### src/rtl/pipe_ctrl_pkg.sv
// pipe_ctrl shared types: mult/div FSM states, default occupancies,
// and the per-stage enable/flush bundle.
package pipe_ctrl_pkg;

  typedef enum logic {
    RUN     = 1'b0,
    MD_BUSY = 1'b1
  } md_state_t;

  localparam int MUL_CYCLES_DEF = 4;
  localparam int DIV_CYCLES_DEF = 32;

  typedef struct packed {
    logic pc_en;
    logic ifid_en;
    logic idex_en;
    logic exme_en;
    logic mewb_en;
    logic ifid_flush;
    logic idex_flush;
    logic exme_flush;
  } stage_ctl_t;

  function automatic stage_ctl_t ctl_fill(
    input logic en,
    input logic fl
  );
    stage_ctl_t c;
    c.pc_en      = en;
    c.ifid_en    = en;
    c.idex_en    = en;
    c.exme_en    = en;
    c.mewb_en    = en;
    c.ifid_flush = fl;
    c.idex_flush = fl;
    c.exme_flush = fl;
    return c;
  endfunction

endpackage

### src/rtl/pipe_perf_cnt.sv
// Stall / branch-flush performance counters (wrap at 2^32).
// Built only when PIPE_CTRL_PERF_EN is defined.
`ifdef PIPE_CTRL_PERF_EN
module pipe_perf_cnt (
  input  logic        clk,
  input  logic        rst,
  input  logic        stall_inc,
  input  logic        flush_inc,
  output logic [31:0] stall_cycles,
  output logic [31:0] flush_count
);

  always_ff @(posedge clk) begin
    if (rst) begin
      stall_cycles <= '0;
      flush_count  <= '0;
    end else begin
      if (stall_inc)
        stall_cycles <= stall_cycles + 32'd1;
      if (flush_inc)
        flush_count <= flush_count + 32'd1;
    end
  end

endmodule
`endif

### src/rtl/pipe_ctrl.sv
// Pipeline sequencer: stage enables/flushes and mult/div occupancy FSM.
// Perf counters built only when PIPE_CTRL_PERF_EN is defined.
module pipe_ctrl
  import pipe_ctrl_pkg::*;
#(
  parameter int MUL_CYCLES = MUL_CYCLES_DEF,
  parameter int DIV_CYCLES = DIV_CYCLES_DEF
) (
  input  logic        clk,
  input  logic        rst,
  input  logic        hz_stall,
  input  logic        br_redirect,
  input  logic        md_start,
  input  logic        md_is_div,
  input  logic        mem_req,
  input  logic        mem_ready,
  output logic        pc_en,
  output logic        ifid_en,
  output logic        idex_en,
  output logic        exme_en,
  output logic        mewb_en,
  output logic        ifid_flush,
  output logic        idex_flush,
  output logic        exme_flush,
  output logic        md_busy,
  output logic        md_done,
  output logic [31:0] stall_cycles,
  output logic [31:0] flush_count
);

  localparam int CW = $clog2(DIV_CYCLES + 1);
  localparam logic [CW-1:0] MUL_LD = CW'(MUL_CYCLES - 1);
  localparam logic [CW-1:0] DIV_LD = CW'(DIV_CYCLES - 1);

  md_state_t     state;
  md_state_t     state_nx;
  logic [CW-1:0] cnt;
  logic [CW-1:0] cnt_nx;

  logic mem_freeze;
  logic in_busy;
  logic done_i;
  logic md_frz;
  logic sel_rst;
  logic sel_mem;
  logic sel_md;
  logic sel_hz;
  logic sel_br;

  stage_ctl_t ctl;

  always_ff @(posedge clk) begin
    if (rst) begin
      state <= RUN;
      cnt   <= '0;
    end else begin
      state <= state_nx;
      cnt   <= cnt_nx;
    end
  end

  assign mem_freeze = mem_req & ~mem_ready;
  assign in_busy    = (state == MD_BUSY);
  assign done_i     = in_busy & (cnt == '0);
  assign md_frz     = (~in_busy & md_start)
                    | (in_busy & ~done_i);

  // Mutually exclusive selects encode the request priority.
  assign sel_rst = rst;
  assign sel_mem = ~rst & mem_freeze;
  assign sel_md  = ~rst & ~mem_freeze & md_frz;
  assign sel_hz  = ~rst & ~mem_freeze & ~md_frz
                 & hz_stall;
  assign sel_br  = ~rst & ~mem_freeze & ~md_frz
                 & ~hz_stall & br_redirect;

  always_comb begin
    state_nx = state;
    cnt_nx   = cnt;
    unique case (state)
      RUN: begin
        if (md_start && !mem_freeze) begin
          state_nx = MD_BUSY;
          cnt_nx   = md_is_div ? DIV_LD : MUL_LD;
        end
      end
      MD_BUSY: begin
        // Counting continues through a memory freeze.
        if (cnt != '0)
          cnt_nx = cnt - 1'b1;
        if (done_i && !mem_freeze)
          state_nx = RUN;
      end
      default: begin
        state_nx = RUN;
        cnt_nx   = '0;
      end
    endcase
  end

  always_comb begin
    ctl = ctl_fill(1'b1, 1'b0);
    unique case (1'b1)
      sel_rst: ctl = ctl_fill(1'b0, 1'b1);
      sel_mem: ctl = ctl_fill(1'b0, 1'b0);
      sel_md: begin
        ctl.pc_en      = 1'b0;
        ctl.ifid_en    = 1'b0;
        ctl.idex_en    = 1'b0;
        ctl.exme_en    = 1'b0;
        ctl.exme_flush = 1'b1;
      end
      sel_hz: begin
        ctl.pc_en      = 1'b0;
        ctl.ifid_en    = 1'b0;
        ctl.idex_flush = 1'b1;
      end
      sel_br:  ctl.ifid_flush = 1'b1;
      default: ctl = ctl_fill(1'b1, 1'b0);
    endcase
  end

  assign pc_en      = ctl.pc_en;
  assign ifid_en    = ctl.ifid_en;
  assign idex_en    = ctl.idex_en;
  assign exme_en    = ctl.exme_en;
  assign mewb_en    = ctl.mewb_en;
  assign ifid_flush = ctl.ifid_flush;
  assign idex_flush = ctl.idex_flush;
  assign exme_flush = ctl.exme_flush;

  assign md_busy = ~rst & in_busy;
  assign md_done = ~rst & done_i;

`ifdef PIPE_CTRL_PERF_EN
  pipe_perf_cnt u_perf (
    .clk          (clk),
    .rst          (rst),
    .stall_inc    (~rst & ~ctl.pc_en),
    .flush_inc    (sel_br),
    .stall_cycles (stall_cycles),
    .flush_count  (flush_count)
  );
`else
  assign stall_cycles = '0;
  assign flush_count  = '0;
`endif

endmodule

### config.mk
export PLATFORM = sky130hd
export DESIGN_NAME = pipe_ctrl
export DESIGN_NICKNAME = d
export VERILOG_FILES = /design/src/rtl/pipe_ctrl_pkg.sv /design/src/rtl/pipe_perf_cnt.sv /design/src/rtl/pipe_ctrl.sv
export SDC_FILE = /design/constraint.sdc
export NUM_CORES = 1
export LEC_CHECK = 0
export ABC_AREA = 1
export CAP_MARGIN = 30
export CORE_ASPECT_RATIO = 0.6
export CORE_MARGIN = 2
export CORE_UTILIZATION = 30
export CTS_CLUSTER_DIAMETER = 120
export DETAILED_ROUTE_END_ITERATION = 6
export PLACE_DENSITY = 0.76
export SYNTH_ARGS = -nofsm -noshare
export SYNTH_HDL_FRONTEND = slang
export SYNTH_HIERARCHICAL = 1
export SYNTH_SLANG_ARGS = --single-unit
### constraint.sdc
create_clock -name clk -period 1.4 [get_ports clk]
set_clock_uncertainty 0.15 [all_clocks]
set_input_delay 0.14 -clock clk [delete_from_list [all_inputs] [get_ports clk]]
set_output_delay 0.14 -clock clk [all_outputs]
set_load 0.02 [all_outputs]
==> run notes, run 1 <==
yosys + openroad results -> status=finished, violations left, failing checks=negative setup slack, routed wire length=2240 um, syn_area_per_cell=6.94 um2, top power group=combinational logic, Non-clock buffers=42, DRC Markers=0, PD cells=1070 mW/mm2, Setup Viol. Count Final=15, PortBufs=17, Slew Limit Fails=0, fin crit period=1.65 ns, Fmax=604 MHz, # clk buffers=4, fillers=324, initial drt markers=32, CTS tree=done, cycle use final=118%, average wire per standard cell=9.38 um, Max-cap violations=0, Adder Area Share=2.37%, OpenROAD warning count=30, Post-Synthesis Cells=152, Inverters=13, Clock-cell share=3.25%, FF-to-FF setup slack=-0.14 ns, Total GRT Usage=9.60%, gpl congestion=0.884, combinational share of power=61.6%, Worst EP required=1.11 ns, EDFF count, synth=0, Cell Chain, Critical Path=inv_2 > ha_4 > nand4_1 > nand2_2 > nand2_4 > o21ai_2 > buf_6, CP delay by family, top=simple AND/OR/NAND/NOR gates, XOR/XNOR Area Share=0.830%, crit end category=primary output, Async S/R FF share, synth=0%, met1 usage=12.3%, hold_ws=0.226 ns, First-pass DRT Iterations=4, Dominant combinational family=buffers and inverters, area delta synth->final=31.2%, PnR worst setup slack=-0.255 ns, row count=16, Hold Crit Depth=3, Arr. time, crit path=1.36 ns, placed instance count=232, reg2reg start=cnt[1]$_SDFFE_PP0P_, Seq area share=10.5%, largest net degree at the start of global routing=7, Gate Area=709 um2, critical path depth=7, Hold Crit Start=rst, Flop Count=7, Routed Antenna Nets=0, clock slew seen by the registers of the worst setup and hold paths=0.04 ns, switch share=45.2%, slowest stage cell, crit path=dfxtp_2, WL met2=1190 um, CP Class=flop to primary output, Yosys cell types=24, Leak=0.744 nW, GR peak layer=met2, Core Util, Final=41.9%, Tap Count=45, total power=0.00148 W, mux share=0%, worst setup path end=idex_flush, Finished Layout Cells=239, first-pass GRT wire length=2920 um, maximum clock path buffer count=2, Starting Density=31.9%, Nets=205, metal3 WL=143 um, YS chip area=0.00105 mm2, Hold EP=in_busy$_SDFF_PP0_, Setup TNS=-2.25 ns, Seq share, synth=13.3%, CTS root buffer=clkbuf_8, clock power share=20.0%, RSZ-0062 raised after global routing=true, max incr delay on CP=0.32 ns, initial antenna violation count=0, CP max FO=3, Pint=0.000813 W, Max H-tree Level=1, register area=145 um2, Reg power frac=18.4%, yosys aoi share=6.52%, comb_multi_in=128, #FFs+latches synth=7, combinational power=0.000915 W, via/cell ratio=3.55, dpl ws=-0.673 ns, die area=0.00402 mm2, most numerous logic cell after layout=conb_1, RR Endpoint=cnt[4]$_SDFFE_PP0P_, ant diodes=0, crit start category=flop, Psw=0.000671 W, met2 usage=15.0%, fraction of layout cells with a size suffix above 1=36.6%, Power Clock=0.000297 W, largest class=multi-input combinational cells, Worst Setup SP=cnt[1]$_SDFFE_PP0P_, highest routed layer=met4, logic share of the area=51.3%, synthesized cell area=0.00105 mm2, clk ins delay skew pair=0.24 ns, Final Hold Fails=0, vias in the first global route=629, Most used DFF post-synth=dfxtp_1, total number of vias=849, Seq. pwr=0.000273 W, Ports=82, Simple-Gate Area Share=23.7%, GR Overflow Total=0, met1 wire length=864 um, worst hold path class=input pin to flop, Buf/Inv on CP=2, clk sinks=7, met3 Track Usage GR=3.30%, Finished Cell Area=0.00138 mm2, DP Area=0.00121 mm2, Final HPWL DP=1720 um, yosys cell count=152, reg2reg path depth=9, Yosys warning total=6, dominant logic cell types in the final layout=conb_1, buf_4, nand2_1, buf_6, nor2_1, Layout non-clock buf frac=27.2%, TritonCTS buffer count=3
[run 1: cells in the mapped netlist, types with 2 or more instances]
master | instances | area [um2]
buf_4 | 66 | 495
nand2_1 | 21 | 78.8
nor2_1 | 14 | 52.6
inv_1 | 12 | 45.0
dfxtp_1 | 7 | 140
nand3_1 | 7 | 35.0
nand4_1 | 3 | 18.8
o21ai_0 | 3 | 15.0
a21oi_1 | 2 | 10.0
ha_1 | 2 | 25.0
nor2_4 | 2 | 22.5
[run 1: timing repair]
action                     4_1_cts  5_1_grt
pin swaps                        8        9
resized                         66       21
setup buffers                    1        3
hold buffers                     0        0
setup endpoints to repair       17       17
cloned                           0        0
[run 1: state kept, by name, summed over array words and instances, names as in the netlist]
register and cells:
in_busy 1, cnt 6
### PDN straps and rails, run 1

Pins as bars on the die edge.
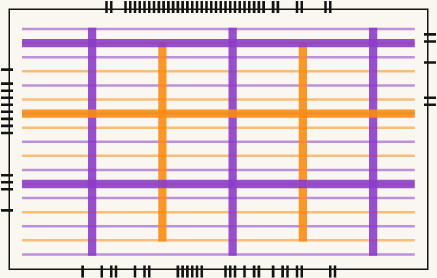
purple -> VSS
orange -> VDD
signal pins = 82
met1 rails = 17
met4 straps = 5
rows = 16
met5 straps = 3
core outline area: 0.00330 mm2
die width: 80.6 um
die height: 49.9 um
VDD IR-drop max: 0.476 mV

### Cells coloured by class, run 1

Bar = 20 um.
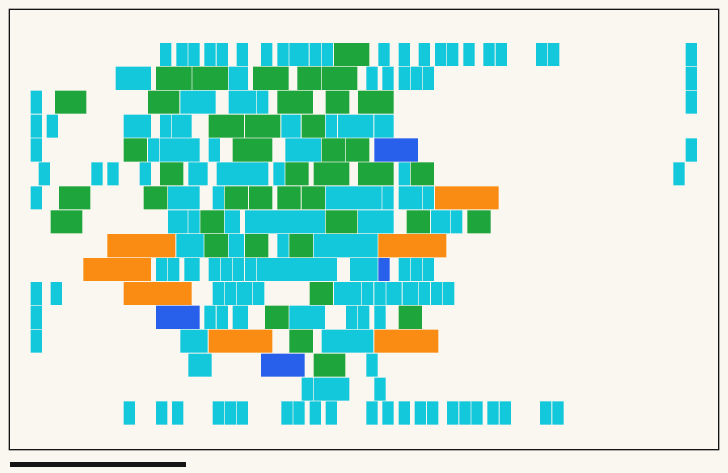
cyan -> remaining logic cells  # cells 141, share of their area 57%
blue -> clock drivers and dummy loads  # cells 4, share of their area 3.4%
green -> remaining buffers and delay cells  # cells 42, share of their area 28%
orange -> registers  # cells 7, share of their area 11%

### Clock network drawn from the DEF, run 1

Bar = 20 um.
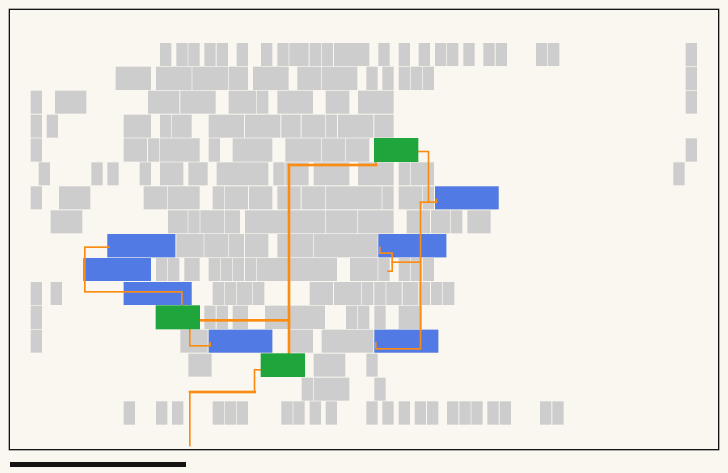
orange -> clock wires  # length 136 um
blue -> flip-flops  # count 7
green -> clock-net drivers  # count 3
routed clock nets = 4

### Routed metal, one colour a layer, run 1

Two of the layers only.
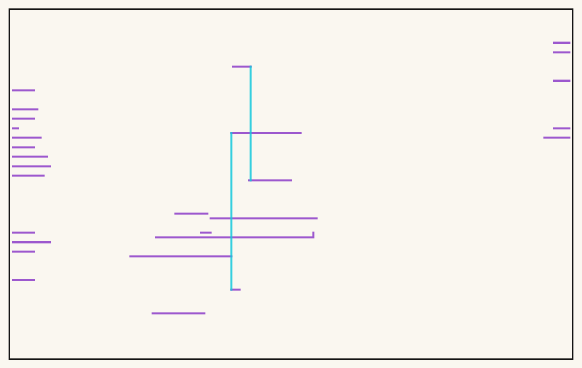
cyan -> M4  # wire length 38.8 um
purple -> M3  # wire length 144 um

==> inputs of run 2 (changes only) <==
ABC_AREA = 0   (was 1)
PLACE_DENSITY = 0.78   (was 0.76)
SKIP_CTS_REPAIR_TIMING = 1   (was default)
==> run 2 against run 1 <==
- worst setup slack worse by 0.25 ns
- total power down 16%
- final area is 1.0% lower
- combinational power fell by 23%
- count of clock-buffer cells in the layout is the same
- synthesized cell count is 14% lower
- die area fell by 4.3%
- flip-flop count did not move
- the flow still finishes with violations (negative setup slack)
- final cell count is 7.5% lower
==> run notes, run 2 <==
yosys + openroad results -> status=finished, violations left (unchanged), failing checks=negative setup slack (unchanged), Dominant combinational family=buffers and inverters (unchanged), die height=48.9 um (was 49.9 um), #FFs+latches synth=7 (unchanged), clock slew seen by the registers of the worst setup and hold paths=0.04 ns (about the same), area delta synth->final=36.2% (was 31.2%), Final Hold Fails=0 (unchanged), dominant logic cell types in the final layout=conb_1, buf_4, clkdlybuf4s50_1, buf_6, a21oi_1 (was conb_1, buf_4, nand2_1, buf_6, nor2_1), row count=16 (unchanged), core outline area=0.00322 mm2 (was 0.00330 mm2), Finished Layout Cells=221 (was 239), met2 usage=14.8% (was 15.0%), Yosys cell types=31 (was 24), RSZ-0062 raised after global routing=true (unchanged), Layout non-clock buf frac=28.4% (was 27.2%), hold_ws=0.485 ns (was 0.226 ns), Arr. time, crit path=1.62 ns (was 1.36 ns), max incr delay on CP=0.32 ns (about the same), comb_multi_in=114 (was 128), Routed Antenna Nets=0 (unchanged), Seq area share=10.8% (was 10.5%), Worst EP required=1.11 ns (about the same), Adder Area Share=2.49% (was 2.37%), area leader, netlist=buf_4 (unchanged), Setup Viol. Count Final=15 (unchanged), Ports=82 (unchanged), initial antenna violation count=0 (unchanged), Seq share, synth=13.9% (was 13.3%), met3 Track Usage GR=2.78% (was 3.30%), largest class=multi-input combinational cells (unchanged), PortBufs=17 (unchanged), crit start category=flop (unchanged), Setup TNS=-5.58 ns (was -2.25 ns), Cell Chain, Critical Path=inv_2 > ha_4 > nor4b_4 > a31oi_4 > buf_6 > a21o_1 > buf_6 (was inv_2 > ha_4 > nand4_1 > nand2_2 > nand2_4 > o21ai_2 > buf_6), Tap Count=45 (unchanged), PD cells=905 mW/mm2 (was 1070 mW/mm2), most numerous logic cell after layout=conb_1 (unchanged), metal3 WL=136 um (was 143 um), GR peak layer=met1 (was met2), Most used DFF post-synth=dfxtp_1 (unchanged), PnR worst setup slack=-0.509 ns (was -0.255 ns), placed instance count=213 (was 232), Fmax=524 MHz (was 604 MHz), DRC Markers=0 (unchanged), top cells, area=buf_4, dfxtp_1, a21oi_1 (was buf_4, dfxtp_1, nand2_1), vias in the first global route=614 (was 629), gpl congestion=0.934 (was 0.884), Core Util, Final=42.5% (was 41.9%), fillers=330 (was 324), Max H-tree Level=1 (unchanged), OpenROAD warning count=29 (was 30), Slew Limit Fails=0 (unchanged), VDD IR-drop max=0.531 mV (was 0.476 mV), max FFs per register=6 (unchanged), Inverters=5 (was 13), Yosys warning total=6 (unchanged), Starting Density=31.2% (was 31.9%), mux share=0% (unchanged), total power=0.00124 W (was 0.00148 W), CP delay by family, top=buffers and inverters (was simple AND/OR/NAND/NOR gates), clk ins delay skew pair=0.23 ns (was 0.24 ns), initial drt markers=34 (was 32), Final HPWL DP=1950 um (was 1720 um), via/cell ratio=3.80 (was 3.55), Buf/Inv on CP=3 (was 2), EDFF count, synth=0 (unchanged), Max-cap violations=0 (unchanged), YS chip area=0.00101 mm2 (was 0.00105 mm2), maximum clock path buffer count=2 (unchanged), Simple-Gate Area Share=15.8% (was 23.7%), # clk buffers=4 (unchanged), most flop-heavy register=cnt (unchanged), yosys cell count=131 (was 152), Post-Synthesis Cells=131 (was 152), crit end category=primary output (unchanged), met1 wire length=1150 um (was 864 um), GR Overflow Total=0 (unchanged), register area=148 um2 (was 145 um2), Finished Cell Area=0.00137 mm2 (was 0.00138 mm2), list of most frequent post-synthesis cells=buf_4, a21oi_1, dfxtp_1 (was buf_4, nand2_1, nor2_1)
[run 2: power breakdown]
part | switching (W) | internal, W | total, W
sequential | 0.0000215 | 0.000227 | 0.000249
clock | 0.0000919 | 0.000197 | 0.000289
combinational | 0.000415 | 0.000286 | 0.000702
[run 2: path summary, 6_finish.rpt]
path / start / end / slack (ns) / cells after the start
setup / recovery: cnt[1]$_SDFFE_PP0P_ / exme_flush / -0.51 / 7
hold / removal: rst / in_busy$_SDFF_PP0_ / 0.48 / 3
setup reg to reg: cnt[2]$_SDFFE_PP0P_ / cnt[5]$_SDFFE_PP0P_ / -0.37 / 4
hold reg to reg: in_busy$_SDFF_PP0_ / cnt[2]$_SDFFE_PP0P_ / 0.53 / 3
### Routed metal, one colour a layer, run 2

Two of the layers only.
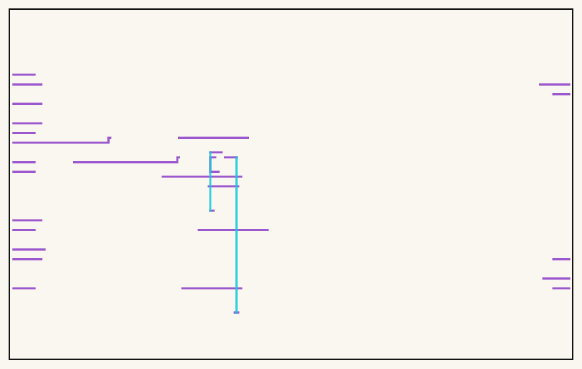
purple -> M3  # wire length 136 um
cyan -> M4  # wire length 29.9 um
Total GRT Usage: 10.7%
total number of vias: 839
average wire per standard cell: 11.8 um
routed wire length: 2610 um

### Clock wiring as the flow saved it, run 2

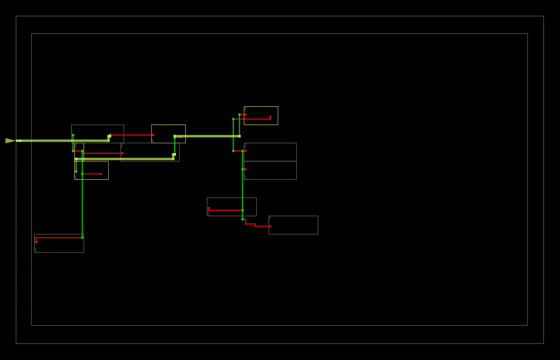
clk sinks: 7
TritonCTS buffer count: 3

==> inputs of run 3 (changes only) <==
CORE_MARGIN = 4   (was 2)
==> run 3 against run 2 <==
- the run still ends with negative setup slack left
- count of clock-buffer cells in the layout is the same
- clock power is essentially flat
- register-to-register slack lost 0.02 ns
- flip-flop count is the same
- utilization grew 0.99 points
- total power shrank 2.2%
- sequential share of layout area grew 0.10 points
- critical path type unchanged
- largest power group unchanged
==> run notes, run 3 <==
yosys + openroad results -> Final Hold Fails=0 (unchanged), FF-to-FF setup slack=-0.39 ns (was -0.37 ns), total number of vias=818 (was 839), DRC Markers=0 (unchanged), list of most frequent post-synthesis cells=buf_4, a21oi_1, dfxtp_1 (unchanged), dpl ws=-0.814 ns (was -0.834 ns), CP Class=flop to primary output (unchanged), met3 Track Usage GR=4.59% (was 2.78%), Yosys warning total=6 (unchanged), Worst EP required=1.11 ns (about the same), status=finished, violations left (unchanged), Simple-Gate Area Share=15.8% (unchanged), most frequent cell after synthesis=buf_4 (unchanged), WL met2=1240 um (was 1290 um), metal3 WL=227 um (was 136 um), gpl congestion=0.872 (was 0.934), via/cell ratio=3.82 (was 3.80), RSZ-0062 raised after global routing=true (unchanged), CP max FO=5 (was 3), synthesized cell area=0.00101 mm2 (unchanged), Post-Synthesis Cells=131 (unchanged), highest routed layer=met4 (unchanged), Nets=183 (was 187), Non-clock buffers=42 (was 46), Dominant combinational family=buffers and inverters (unchanged), GR peak layer=met2 (was met1), Seq share, synth=13.9% (unchanged), switch share=42.5% (was 42.6%), Slew Limit Fails=0 (unchanged), crit start category=flop (unchanged), crit end category=primary output (unchanged), RR Endpoint=cnt[5]$_SDFFE_PP0P_ (unchanged), Total GRT Usage=9.90% (was 10.7%), #FFs+latches synth=7 (unchanged), Leak=0.682 nW (was 0.684 nW), EDFF count, synth=0 (unchanged), Max H-tree Level=1 (unchanged), largest net degree at the start of global routing=10 (was 8), max FFs per register=6 (unchanged), Routed Antenna Nets=0 (unchanged), top cells, area=buf_4, dfxtp_1, a21oi_1 (unchanged), PD cells=917 mW/mm2 (was 905 mW/mm2), Cell Chain, Critical Path=inv_2 > ha_4 > nor4b_4 > a31oi_4 > a21o_1 > clkbuf_2 (was inv_2 > ha_4 > nor4b_4 > a31oi_4 > buf_6 > a21o_1 > buf_6), GR Overflow Total=0 (unchanged), met1 wire length=1010 um (was 1150 um), mux share=0% (unchanged), Top-area cell share=49.3% (unchanged), clk sinks=7 (unchanged), XOR/XNOR Area Share=0% (unchanged), ant diodes=0 (unchanged), Reg power frac=20.5% (was 20.1%), critical path depth=6 (was 7), row count=15 (was 16), Flop Count=7 (unchanged), initial drt markers=53 (was 34), Worst Setup SP=cnt[1]$_SDFFE_PP0P_ (unchanged), routed wire length=2500 um (was 2610 um), # clk buffers=4 (unchanged), CTS root buffer=clkbuf_8 (unchanged), most numerous logic cell after layout=conb_1 (unchanged), Inverters=5 (unchanged), TritonCTS buffer count=3 (unchanged), cycle use final=131% (was 136%), max incr delay on CP=0.31 ns (was 0.32 ns), yosys cell count=131 (unchanged), vias in the first global route=667 (was 614), Hold Crit Depth=3 (unchanged), Layout non-clock buf frac=26.3% (was 28.4%), Most used DFF post-synth=dfxtp_1 (unchanged), met1 usage=13.2% (was 17.0%), Hold EP=cnt[5]$_SDFFE_PP0P_ (was in_busy$_SDFF_PP0_), Ports=82 (unchanged), Gate Area=714 um2 (was 713 um2), logic share of the area=54.0% (was 52.1%), clk ins delay skew pair=0.23 ns (about the same), die width=82.8 um (was 78.8 um), slowest stage cell, crit path=dfxtp_2 (unchanged), clock power share=23.8% (was 23.3%), combinational share of power=55.7% (was 56.6%), First-pass DRT Iterations=4 (unchanged), worst hold path class=input pin to flop (unchanged), area leader, netlist=buf_4 (unchanged), reg2reg path depth=4 (unchanged), hold_ws=0.328 ns (was 0.485 ns), average wire per standard cell=11.7 um (was 11.8 um), Setup TNS=-5.25 ns (was -5.58 ns), yosys aoi share=15.5% (unchanged), die height=52.9 um (was 48.9 um), Clock-cell share=3.41% (was 3.29%), die area=0.00437 mm2 (was 0.00385 mm2), YS chip area=0.00101 mm2 (unchanged), initial antenna violation count=0 (unchanged), VDD IR-drop max=0.336 mV (was 0.531 mV), fraction of layout cells with a size suffix above 1=38.4% (was 40.9%), total power=0.00121 W (was 0.00124 W), PnR worst setup slack=-0.431 ns (was -0.509 ns), syn_area_per_cell=7.68 um2 (unchanged), register area=144 um2 (was 148 um2), core outline area=0.00304 mm2 (was 0.00322 mm2), met2 usage=14.5% (was 14.8%), most flop-heavy register=cnt (unchanged), comb_multi_in=114 (unchanged), Starting Density=33.1% (was 31.2%), Tap Count=42 (was 45), Adder Area Share=2.49% (unchanged), PortBufs=17 (unchanged), OpenROAD warning count=29 (unchanged), failing checks=negative setup slack (unchanged), Seq area share=10.9% (was 10.8%), dominant logic cell types in the final layout=conb_1, buf_4, a21oi_1, clkdlybuf4s50_1 (was conb_1, buf_4, clkdlybuf4s50_1, buf_6, a21oi_1), clock slew seen by the registers of the worst setup and hold paths=0.04 ns (about the same), area delta synth->final=31.5% (was 36.2%), fin crit period=1.83 ns (was 1.91 ns), Fmax=546 MHz (was 524 MHz), Setup Viol. Count Final=15 (unchanged), CP delay by family, top=AND-OR/OR-AND gates (was buffers and inverters), largest class=multi-input combinational cells (unchanged), Pint=0.000697 W (was 0.000711 W), Core Util, Final=43.5% (was 42.5%), first-pass GRT wire length=3200 um (was 3230 um), Yosys cell types=31 (unchanged), Async S/R FF share, synth=0% (unchanged), Buf/Inv on CP=2 (was 3), Psw=0.000516 W (was 0.000529 W), worst setup path end=exme_flush (unchanged)
[run 3: per-stage QoR]
stage / instances / cell area, um2
global route: 214 / 1320
global placement: 206 / 1190
CTS: 210 / 1240
floorplan: 194 / 1320
detailed placement: 206 / 1190
finish: 214 / 1320
[run 3: cell families (layout without fill, tap and decap cells)]
kind of cell,Yosys count,count (layout)
buffers and inverters,73,51
AND/OR/NAND/NOR,25,25
AND-OR/OR-AND,23,23
flip-flops,7,7
adder cells (fa/ha/maj),2,2
other,1,64
[run 3: power groups by stage]
stage          registers [W]  logic [W]  clock network, W
2_1_floorplan       0.000256   0.000514                 0
3_3_place_gp        0.000251   0.000575                 0
5_1_grt             0.000252   0.000727          0.000316
3_5_place_dp        0.000251   0.000587                 0
6_report            0.000249   0.000676          0.000288
4_1_cts             0.000248   0.000590          0.000297
### PDN straps and rails, run 3

Pins as bars on the die edge.
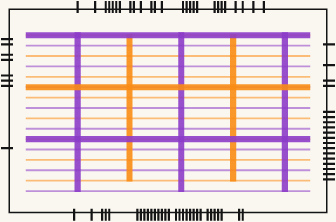
orange -> VDD
purple -> VSS
rows = 15
met4 straps = 5
signal pins = 82
met1 rails = 16

### Routed metal, one colour a layer, run 3

Two of the layers only.
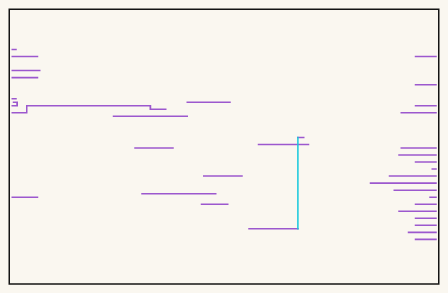
purple -> M3  # wire length 228 um
cyan -> M4  # wire length 17.7 um

Power and IR drop assume default switching activity.
